==> config.mk <==
export PLATFORM = sky130hd
export DESIGN_NAME = mem_stage
export DESIGN_NICKNAME = d
export VERILOG_FILES = /design/src/rtl/mem_pkg.sv /design/src/rtl/mem_stage_load_align.sv /design/src/rtl/mem_stage.sv
export SDC_FILE = /design/constraint.sdc
export NUM_CORES = 1
export LEC_CHECK = 0
export ABC_AREA = 1
export CAP_MARGIN = 15
export CORE_AREA = 5 5 115 117
export CTS_BUF_LIST = sky130_fd_sc_hd__clkbuf_8 sky130_fd_sc_hd__clkbuf_16
export DETAILED_ROUTE_END_ITERATION = 8
export DIE_AREA = 0 0 120 122
export PLACE_DENSITY = 0.86
export SYNTH_ARGS = -nofsm -noshare
export SYNTH_HDL_FRONTEND = slang
export SYNTH_SLANG_ARGS = --single-unit
==> constraint.sdc <==
create_clock -name clk -period 1.4 [get_ports clk]
set_input_delay 0.28 -clock clk [delete_from_list [all_inputs] [get_ports clk]]
set_output_delay 0.28 -clock clk [all_outputs]
set_load 0.01 [all_outputs]
==> src/rtl/mem_pkg.sv <==
// Shared definitions for the MEM stage: funct3 encodings, FSM states and
// the access-legality helpers used by the stage and any future cache.
package mem_pkg;

  localparam int LANES = 4;

  localparam logic [2:0] F3_B  = 3'b000;
  localparam logic [2:0] F3_H  = 3'b001;
  localparam logic [2:0] F3_W  = 3'b010;
  localparam logic [2:0] F3_BU = 3'b100;
  localparam logic [2:0] F3_HU = 3'b101;

  typedef enum logic {
    IDLE,
    ACCESS
  } mem_state_t;

  function automatic logic load_f3_legal(input logic [2:0] f3);
    return (f3 == F3_B) || (f3 == F3_H) || (f3 == F3_W) ||
           (f3 == F3_BU) || (f3 == F3_HU);
  endfunction

  function automatic logic store_f3_legal(input logic [2:0] f3);
    return (f3 == F3_B) || (f3 == F3_H) || (f3 == F3_W);
  endfunction

  // Width is carried in funct3[1:0] for both loads and stores.
  function automatic logic is_misaligned(input logic [2:0] f3, input logic [1:0] off);
    logic mis;
    mis = 1'b0;
    if (f3[1:0] == 2'b01) mis = off[0];
    else if (f3[1:0] == 2'b10) mis = (off != 2'b00);
    return mis;
  endfunction

endpackage

==> src/rtl/mem_stage_load_align.sv <==
// Combinational load extraction: shifts the read word down to the addressed
// byte and applies sign or zero extension according to funct3.
module load_align
  import mem_pkg::*;
#(
  parameter int WIDTH = 32
) (
  input  logic [WIDTH-1:0] rdata,
  input  logic [1:0]       offset,
  input  logic [2:0]       funct3,
  output logic [WIDTH-1:0] data
);

  logic [WIDTH-1:0] shifted;

  assign shifted = rdata >> {offset, 3'b000};

  always_comb begin
    data = shifted;
    case (funct3)
      F3_B:  data = {{(WIDTH-8){shifted[7]}}, shifted[7:0]};
      F3_H:  data = {{(WIDTH-16){shifted[15]}}, shifted[15:0]};
      F3_BU: data = {{(WIDTH-8){1'b0}}, shifted[7:0]};
      F3_HU: data = {{(WIDTH-16){1'b0}}, shifted[15:0]};
      default: data = shifted;
    endcase
  end

endmodule

==> src/rtl/mem_stage.sv <==
// MEM stage: data-memory handshake, store lane formatting, load alignment
// and the MEM/WB register. Byte-lane logic assumes WIDTH = 32.
module mem_stage
  import mem_pkg::*;
#(
  parameter int WIDTH = 32
) (
  input  logic             clk,
  input  logic             rst,
  input  logic [WIDTH-1:0] alu_result_in,
  input  logic [WIDTH-1:0] write_data_in,
  input  logic [4:0]       rd_in,
  input  logic [2:0]       funct3_in,
  input  logic             regWrite_in,
  input  logic             memtoReg_in,
  input  logic             memRead_in,
  input  logic             memWrite_in,
  output logic             dmem_req,
  output logic             dmem_we,
  output logic [WIDTH-1:0] dmem_addr,
  output logic [WIDTH-1:0] dmem_wdata,
  output logic [3:0]       dmem_be,
  input  logic [WIDTH-1:0] dmem_rdata,
  input  logic             dmem_ready,
  output logic             stall_out,
  output logic [WIDTH-1:0] read_data_out,
  output logic [WIDTH-1:0] alu_result_out,
  output logic [4:0]       rd_out,
  output logic             regWrite_out,
  output logic             memtoReg_out,
  output logic             fault_out
);

  mem_state_t       state;
  logic             access;
  logic             fault;
  logic             f3_illegal;
  logic             misaligned;
  logic [1:0]       offset;
  logic [LANES-1:0] be_base;
  logic [WIDTH-1:0] load_data;

  assign offset     = alu_result_in[1:0];
  assign access     = memRead_in | memWrite_in;
  assign f3_illegal = (memRead_in & ~load_f3_legal(funct3_in)) |
                      (memWrite_in & ~store_f3_legal(funct3_in));
  assign misaligned = access & is_misaligned(funct3_in, offset);
  assign fault      = (memRead_in & memWrite_in) | f3_illegal | misaligned;

  // The request is a pure function of state, so it never chains combinationally.
  assign stall_out = ((state == IDLE) & access & ~fault) |
                     ((state == ACCESS) & ~dmem_ready);
  assign dmem_req  = (state == ACCESS);
  assign dmem_we   = (state == ACCESS) & memWrite_in;
  assign dmem_addr = {alu_result_in[WIDTH-1:2], 2'b00};

  always_comb begin
    dmem_wdata = write_data_in;
    be_base    = '0;
    case (funct3_in)
      F3_B: begin
        dmem_wdata = {LANES{write_data_in[7:0]}};
        be_base    = 4'b0001;
      end
      F3_H: begin
        dmem_wdata = {2{write_data_in[15:0]}};
        be_base    = 4'b0011;
      end
      F3_W: begin
        dmem_wdata = write_data_in;
        be_base    = 4'b1111;
      end
      default: begin
        dmem_wdata = write_data_in;
        be_base    = '0;
      end
    endcase
  end

  assign dmem_be = (memWrite_in & ~fault) ? (be_base << offset) : '0;

  load_align #(
    .WIDTH(WIDTH)
  ) u_load_align (
    .rdata (dmem_rdata),
    .offset(offset),
    .funct3(funct3_in),
    .data  (load_data)
  );

  // A stalled cycle leaves a bubble; data fields keep their old values.
  always_ff @(posedge clk) begin
    if (rst) begin
      state          <= IDLE;
      read_data_out  <= '0;
      alu_result_out <= '0;
      rd_out         <= '0;
      regWrite_out   <= 1'b0;
      memtoReg_out   <= 1'b0;
      fault_out      <= 1'b0;
    end else begin
      case (state)
        IDLE:   if (access && !fault) state <= ACCESS;
        ACCESS: if (dmem_ready) state <= IDLE;
      endcase

      if (stall_out) begin
        regWrite_out <= 1'b0;
        memtoReg_out <= 1'b0;
        fault_out    <= 1'b0;
      end else begin
        alu_result_out <= alu_result_in;
        rd_out         <= rd_in;
        memtoReg_out   <= memtoReg_in;
        regWrite_out   <= regWrite_in & ~fault;
        fault_out      <= fault;
        read_data_out  <= (memRead_in && !fault) ? load_data : '0;
      end
    end
  end

endmodule

==> flow_summary.yaml, run 1 <==
# yosys + openroad results
route:
  drtPass1Iterations: 6
  via_per_inst: 4.614
  wl_met2_um: 8428
  final_antenna_net_count: 0
  vias: 4951
final_layout:
  nets: 1029
  diodes: 0
  num-clock-buffers: 10
  fin_area_um2: 7611
  seqCellArea_um2: 1463
status:
  status: "finished with violations"
  violations: "setup timing"
timing:
  tns_ns: -17.07
  finalCritPeriodShare_pct: 121.0
  setup_ws_ns: -0.2933
  hold_viol: 0
  maxSlewViolCount: 0
  setup_violations: 99
synth:
  ys.warnings.count: 0
  yosys.area.top_type: "dfxtp_1"
  ys.flops: 73
  top_area_share_pct: 36.47
  common_cells: "nand2_1 (306), dfxtp_1 (73), o21ai_0 (46), buf_4 (44), inv_1 (41)"
  area_leaders: "dfxtp_1 (36%), nand2_1 (29%), buf_4 (8.2%)"
  ys_seq_share_pct: 36.47
setup_path:
  crit_cells: 9
  crit_required_ns: 1.12
  cp-end-kind: "output port"
global_routing:
  grtUsageTotal_pct: 20.68
  use_met2_pct: 38.92
  met1_usage_pct: 21.49
placed_design:
  post_dp_cell_area_um2: 6834
die:
  core_um2: 12260
  boundaryPins: 254
clock_tree:
  path_clk_slew_ns: 0.05
  numCtsBuffers: 9
power:
  irDropWorstVdd_mv: 0.6065
[run 1: cells by family (layout without fill, tap and decap cells)]
| group | count (synthesis) | count (layout) | share of synthesized area [%] |
|---|---|---|---|
| other | 1 | 2 | 0.09357 |
| AOI/OAI and AO/OA | 66 | 66 | 8.399 |
| muxes | 7 | 7 | 1.967 |
| buffers and inverters | 117 | 407 | 16.77 |
| DFF | 73 | 73 | 36.47 |
| and+or+nand+nor | 367 | 368 | 36.31 |
[run 1: power breakdown]
part	switching (mW)	leakage (nW)	internal (mW)	total, mW
sequential	0.0592	0.599	2.21	2.27
combinational	0.926	3.31	1.06	1.98
clock	0.878	0.155	1.61	2.49
total	1.86	4.07	4.88	6.75
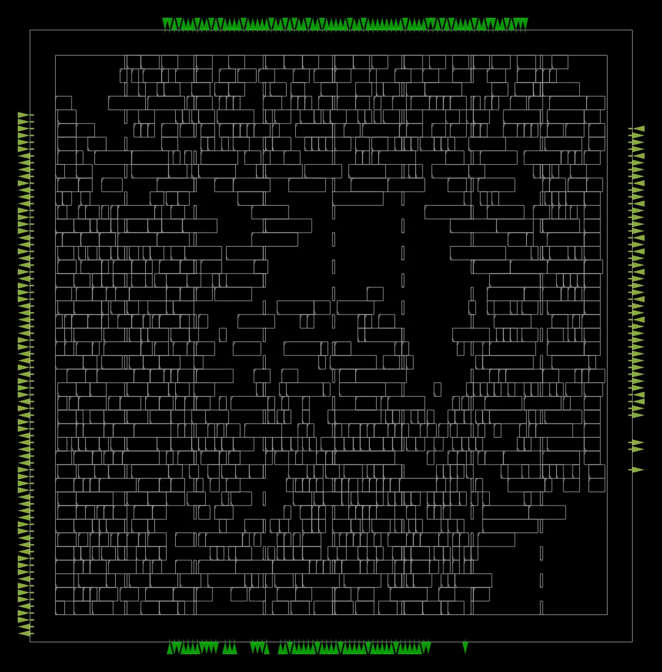
run_1/placed.png
Fillers: 1080
flop count: 73
fin util: 62.08%
row cnt: 41

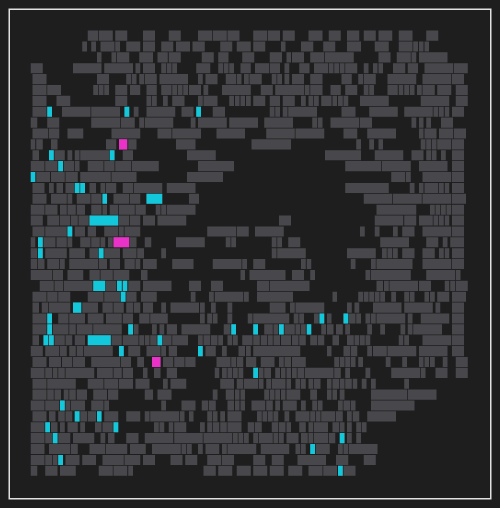
run_1/gates.png
Scale: 4 px per um.
| family | color | cells |
|---|---|---|
| inv cells | cyan | 47 |
| and/or cells | magenta | 3 |
logic share of the area: 28.23%
Commonest Layout Cell: nand2_1
fin cells: 1073

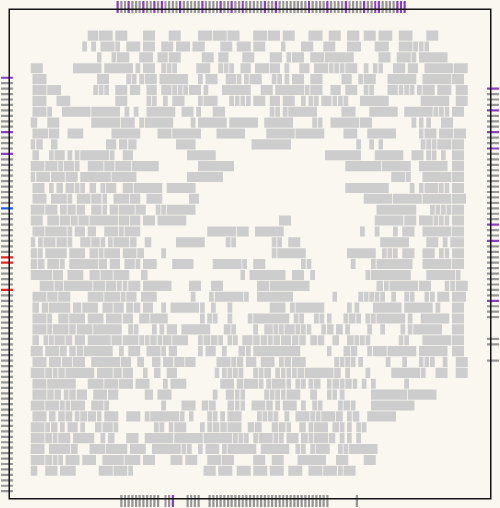
run_1/pinout.png
Scale: 4 px per um. Pins as bars across the die edge, other pins in gray.
| port | color | pins | direction | edge |
|---|---|---|---|---|
| funct3_in | red | 3 | input | west |
| alu_result_in | purple | 32 | input | 21 north, 7 east, 3 west, 1 south |
| dmem_we | blue | 1 | output | west |
all pins by edge: 79 north, 77 west, 52 south, 46 east
PortBufs: 251
Die Width: 120 um

--- run 2 (diff from run 1) ---
--- a/config.mk
+++ b/config.mk
@@ -11,6 +11,7 @@
 export CTS_BUF_LIST = sky130_fd_sc_hd__clkbuf_8 sky130_fd_sc_hd__clkbuf_16
 export DETAILED_ROUTE_END_ITERATION = 8
 export DIE_AREA = 0 0 120 122
+export HOLD_SLACK_MARGIN = 0.12
 export PLACE_DENSITY = 0.86
 export SYNTH_ARGS = -nofsm -noshare
 export SYNTH_HDL_FRONTEND = slang
==> run 2 against run 1 <==
Effect of this change:
- the flow still finishes with violations (setup timing)
- hold slack is the same
- power is the same
- count of clock-buffer cells in the layout is the same
- register-to-register slack is essentially flat
- non-clock buffer count is the same
- cell count is the same
- die area is the same
- largest power group unchanged
==> flow_summary.yaml, run 2 <==
# yosys + openroad results
status:
  status: "finished with violations"
  violations: "setup timing"
die:
  boundaryPins: 254
  rows: 41
  die_w_um: 120
route:
  drtPass1Iterations: 6
  wl_met2_um: 8428
  vias: 4951
  final_antenna_net_count: 0
clock_tree:
  numCtsBuffers: 9
  path_clk_slew_ns: 0.05
  ctsHoldBuffers: 0
  clock_latency_ns: 0.32
power:
  switching_share_pct: 27.63
  power.internal_mw: 4.882
  comb_power_mw: 1.98
  powerSeq_mw: 2.27
  irDropWorstVdd_mv: 0.6065
  p_seq_share_pct: 33.7
  p_switching_mw: 1.864
  p_comb_share_pct: 29.4
  p_clk_share_pct: 36.9
synth:
  ys.warnings.count: 0
  yosys.area.top_type: "dfxtp_1"
  ys_seq_share_pct: 36.47
  common_cells: "nand2_1 (306), dfxtp_1 (73), o21ai_0 (46), buf_4 (44), inv_1 (41)"
  top_area_share_pct: 36.47
setup_path:
  cp-end-kind: "output port"
  crit_required_ns: 1.12
timing:
  maxSlewViolCount: 0
  setup_violations: 99
  setup_ws_ns: -0.2933
  hold_viol: 0
  finalCritPeriodShare_pct: 121.0
final_layout:
  layout_top_cell: "nand2_1"
  final_util_pct: 62.08
  diodes: 0
  nets: 1029
  fin_area_um2: 7611
  instances_no_fill: 1073
global_routing:
  use_met2_pct: 38.92
  met1_usage_pct: 21.49
  grtUsageTotal_pct: 20.68
placed_design:
  post_dp_cell_area_um2: 6834
run 2: critical path: stages:
cell	delay, ns
buf_12	0.11
buf_4	0.14
nand2_4	0.07
nand2_2	0.07
nand3_2	0.07
and3_4	0.19
nand2_4	0.08
nor3b_4	0.23
buf_2	0.17
run 2: kinds of logic (layout without fill, tap and decap cells):
kind of cell,Yosys count,in the layout,share of synthesized area [%]
buffers and inverters,117,407,16.77
multiplexers,7,7,1.967
AND/OR/NAND/NOR,367,368,36.31
flip-flops,73,73,36.47
AND-OR/OR-AND,66,66,8.399
other,1,2,0.09357
run 2: area by class of cell:
class / instances / area, um^2
fill: 1080 / 4649
sequential: 73 / 1463
clock buffer: 10 / 239.0
timing repair buffer: 344 / 3264
clock inverter: 6 / 88.84
tap: 150 / 187.7
multi-input combinational: 443 / 2148
inverter: 47 / 220.2
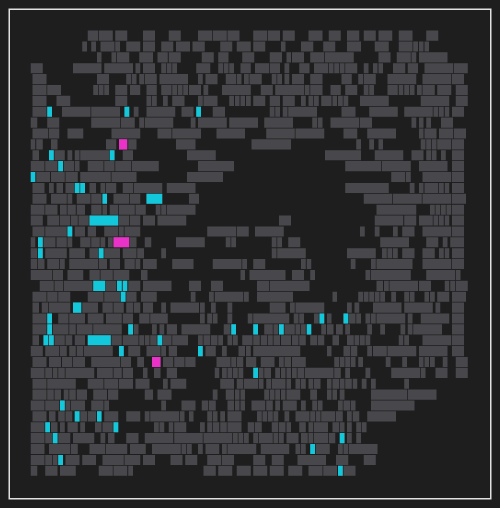
run_2/gates.png
Scale: 4 px per um.
| family | color | cells |
|---|---|---|
| and/or cells | magenta | 3 |
| inv cells | cyan | 47 |

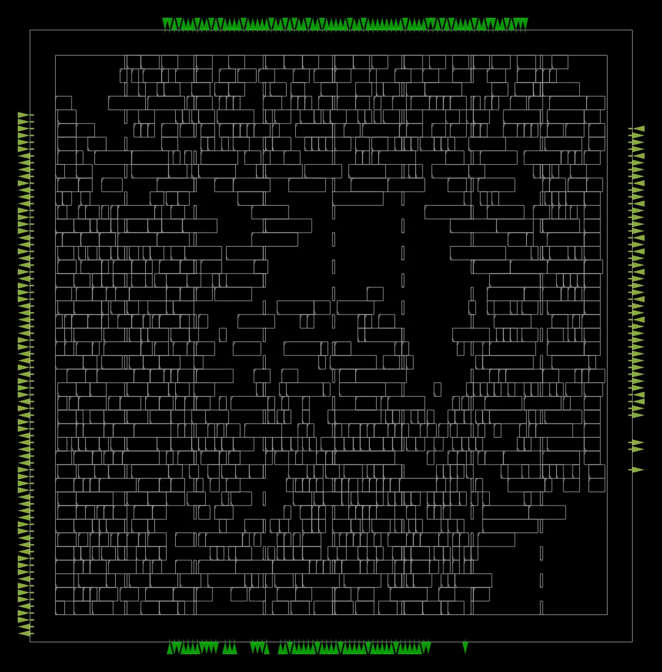
run_2/placed.png
CORE AREA: 12260 um^2
# Taps: 150
flop share of the area: 19.22%

Power is estimated from default activity; no workload was simulated.
